[config.mk]
export PLATFORM = sky130hd
export DESIGN_NAME = chess_cursor_ctrl
export DESIGN_NICKNAME = d
export VERILOG_FILES = /design/src/rtl/chess_cursor_ctrl.sv
export SDC_FILE = /design/constraint.sdc
export NUM_CORES = 1
export LEC_CHECK = 0
export ABC_AREA = 1
export CORE_UTILIZATION = 50
export DETAILED_ROUTE_END_ITERATION = 8
export GPL_TIMING_DRIVEN = 0
export PLACE_DENSITY = 0.79
export SYNTH_ARGS = -nofsm -noshare
export SYNTH_HDL_FRONTEND = slang
export SYNTH_SLANG_ARGS = --single-unit
[constraint.sdc]
create_clock -name clock -period 5.5 [get_ports clock]
set_input_delay 1.375 -clock clock [delete_from_list [all_inputs] [get_ports clock]]
set_output_delay 1.375 -clock clock [all_outputs]
set_load 0.01 [all_outputs]
[src/rtl/chess_cursor_ctrl.sv]
// chess_cursor_ctrl: debounced key/lock front end driving the board cursor and select/move handshake
module chess_cursor_ctrl #(
  parameter int DEBOUNCE_CYCLES = 500000,
  parameter int KEY_ACTIVE_LOW = 1,
  parameter logic [5:0] CURSOR_INIT = 6'd0
) (
  input  logic       clock,
  input  logic       resetApp,
  input  logic       enable,
  input  logic       KeyLeft,
  input  logic       KeyUp,
  input  logic       KeyDown,
  input  logic       KeyRight,
  input  logic       LockSwitch,
  output logic [5:0] cursorIdx,
  output logic [5:0] selectIdx,
  output logic [1:0] selectType,
  output logic       moveValid,
  output logic [5:0] moveFrom,
  output logic [5:0] moveTo,
  input  logic       moveReady
);
  localparam int CW = $clog2(DEBOUNCE_CYCLES + 1);
  localparam logic [CW-1:0] LAST = CW'(DEBOUNCE_CYCLES - 1);
  localparam logic [4:0] INV = {1'b0, {4{KEY_ACTIVE_LOW != 0}}};
  typedef enum logic [1:0] {IDLE, SELECTED, MOVE_REQ} state_t;
  state_t state;
  logic [4:0] raw, sync1, sync2, norm, stable, flip, rise;
  logic lockFall;
  logic [CW-1:0] cnt [5];
  logic [2:0] row, col;
  logic [5:0] curNext;
  // bit order: 0 up, 1 down, 2 left, 3 right, 4 lock
  assign raw = {LockSwitch, KeyRight, KeyLeft, KeyDown, KeyUp};
  assign norm = sync2 ^ INV;
  assign row = cursorIdx[5:3];
  assign col = cursorIdx[2:0];
  // priority Up > Down > Left > Right; an edge press leaves the cursor where it is
  assign curNext = rise[0] ? (row != 3'd0 ? cursorIdx - 6'd8 : cursorIdx) :
                   rise[1] ? (row != 3'd7 ? cursorIdx + 6'd8 : cursorIdx) :
                   rise[2] ? (col != 3'd0 ? cursorIdx - 6'd1 : cursorIdx) :
                   rise[3] ? (col != 3'd7 ? cursorIdx + 6'd1 : cursorIdx) : cursorIdx;
  // a level flips once it has differed from the stable level long enough
  always_comb begin
    flip = '0;
    for (int i = 0; i < 5; i++) flip[i] = (norm[i] != stable[i]) && (cnt[i] == LAST);
  end
  // synchronisers, debounce counters and one-cycle edge pulses
  always_ff @(posedge clock or posedge resetApp) begin
    if (resetApp) begin
      sync1 <= INV;
      sync2 <= INV;
      stable <= '0;
      rise <= '0;
      lockFall <= 1'b0;
      for (int i = 0; i < 5; i++) cnt[i] <= '0;
    end else begin
      sync1 <= raw;
      sync2 <= sync1;
      stable <= stable ^ flip;
      rise <= flip & ~stable;
      lockFall <= flip[4] & stable[4];
      for (int i = 0; i < 5; i++) cnt[i] <= (norm[i] != stable[i] && !flip[i]) ? cnt[i] + 1'b1 : '0;
    end
  end
  // cursor, selection and move-request state machine
  always_ff @(posedge clock or posedge resetApp) begin
    if (resetApp) begin
      state <= IDLE;
      cursorIdx <= CURSOR_INIT;
      selectIdx <= 6'd0;
      selectType <= 2'd0;
      moveValid <= 1'b0;
      moveFrom <= 6'd0;
      moveTo <= 6'd0;
    end else if (!enable) begin
      state <= IDLE;
      moveValid <= 1'b0;
      selectType <= 2'd0;
    end else begin
      case (state)
        IDLE: begin
          cursorIdx <= curNext;
          selectType <= rise[4] ? 2'd2 : 2'd1;
          if (rise[4]) begin
            selectIdx <= cursorIdx;
            state <= SELECTED;
          end
        end
        SELECTED: begin
          cursorIdx <= lockFall ? cursorIdx : curNext;
          selectType <= (lockFall && cursorIdx == selectIdx) ? 2'd1 : 2'd2;
          if (lockFall && cursorIdx == selectIdx) state <= IDLE;
          else if (lockFall) begin
            moveValid <= 1'b1;
            moveFrom <= selectIdx;
            moveTo <= cursorIdx;
            state <= MOVE_REQ;
          end
        end
        default: begin
          selectType <= moveReady ? 2'd1 : 2'd2;
          if (moveReady) begin
            moveValid <= 1'b0;
            state <= IDLE;
          end
        end
      endcase
    end
  end
endmodule

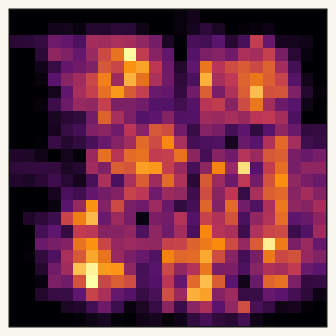
Figure 1: wire density map.
The die is cut into 25 by 25 equal tiles; black is low, pale yellow is high, scaled to the fullest tile. Values are wire area over tile area, all layers added.
densest ninth of the die = middle
fullest tile = 0.49
nearly empty tiles = 17%
mean over tiles = 0.15
tiles over half the peak = 21%

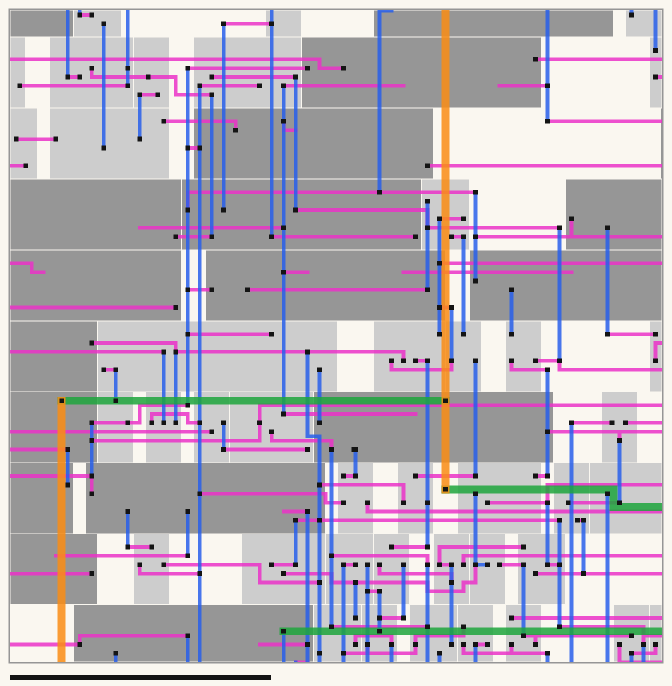
Figure 2: a small window of the routed layout.
Scale bar: 10 µm. Region (50, 25) to (75, 50) µm. Cells in gray, sequential cells in the stronger gray; small squares are vias.
orange -> M4
magenta -> M1
blue -> M2
green -> M3
sequential cells in the window = 10
cells with their middle in the window = 43
netlist names of flops here include = cnt (7), rise (2)
most frequent = dfrtp_1 (10), nor2_1 (9)

==> results_dict.tcl <==
# place-and-route summary
set metrics [dict create \
    routed_wl_um 14790 \
    ys_top_cells_by_area "dfrtp_1, nand2_1, nor2_1, inv_1, xor2_1" \
    port_buffers 35 \
    status "complete, but fails checks" \
    n_all_buffers 45 \
    die_area_um2 15630 \
    mostFrequentLayoutCells "nand2_1, nor2_1, dfrtp_1" \
    grt-busiest-layer "met2" \
    pg_seq_mw 1.09 \
    maxCapViolations 0 \
    critPathKind "reg -> out" \
    violations "DRC" \
    seq_area_share_pct 41.75 \
    drive_above_1_share_pct 7.312 \
    grt_overflow 0 \
    crit_path_start_kind "flop" \
    fp_nets 971 \
    met2_length_um 7092 \
    crit_fanout 8 \
    bufAreaShareNonClock_pct 5.355 \
    initCoreUtil_pct 51.67 \
    cts_tree "built" \
    grt_max_degree 95 \
    syn_inst 944 \
    clk_latency_ns 0.42 \
    synth-adder-area-share_pct 3.076 \
    common_cells "nand2_1, nor2_1, dfrtp_1" \
    firstDrtPassIters 7 \
    cts.reportedPaths.clkPinSlew_ns 0.05 \
    setup_viol 0 \
    synth.distinct_cells 40 \
    logic_area_um2 3400 \
    wl_per_cell_um 12.37 \
    largest_reg_flops 95 \
    cp.buffers_inverters 1 \
    wl_met3_um 579 \
    cts_root_buf "clkbuf_16" \
    yosys-mux-area-fraction_pct 0 \
    remaining_drc_errors 16 \
]
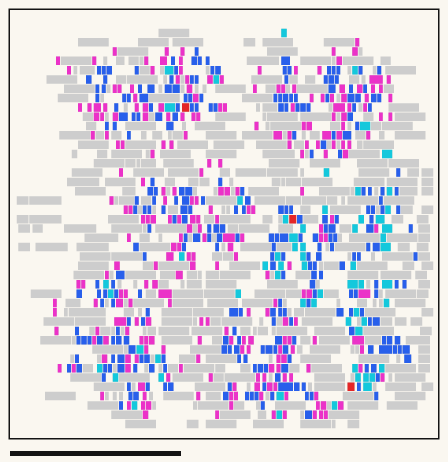
Figure 3: logic cells by family.
Scale bar: 50 µm.
magenta -> nor cells  # cells 248, most used nor2_1
cyan -> aoi and oai cells  # cells 61, most used o21ai_0
blue -> nand cells  # cells 285, most used nand2_1, where widely spread
red -> and/or cells  # cells 3, most used or2_2
most instantiated logic cell after routing: nand2_1
fin cells: 1196
Comb/total area: 39.00%

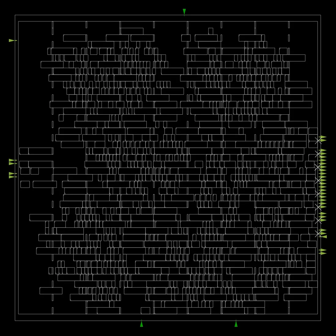
Figure 4: cell outlines without signal wires.
Final Util: 59.52%
Tapcells: 184
FFs & Latches: 145
Std-Cell Rows: 44
Placeable Area: 14640 µm²

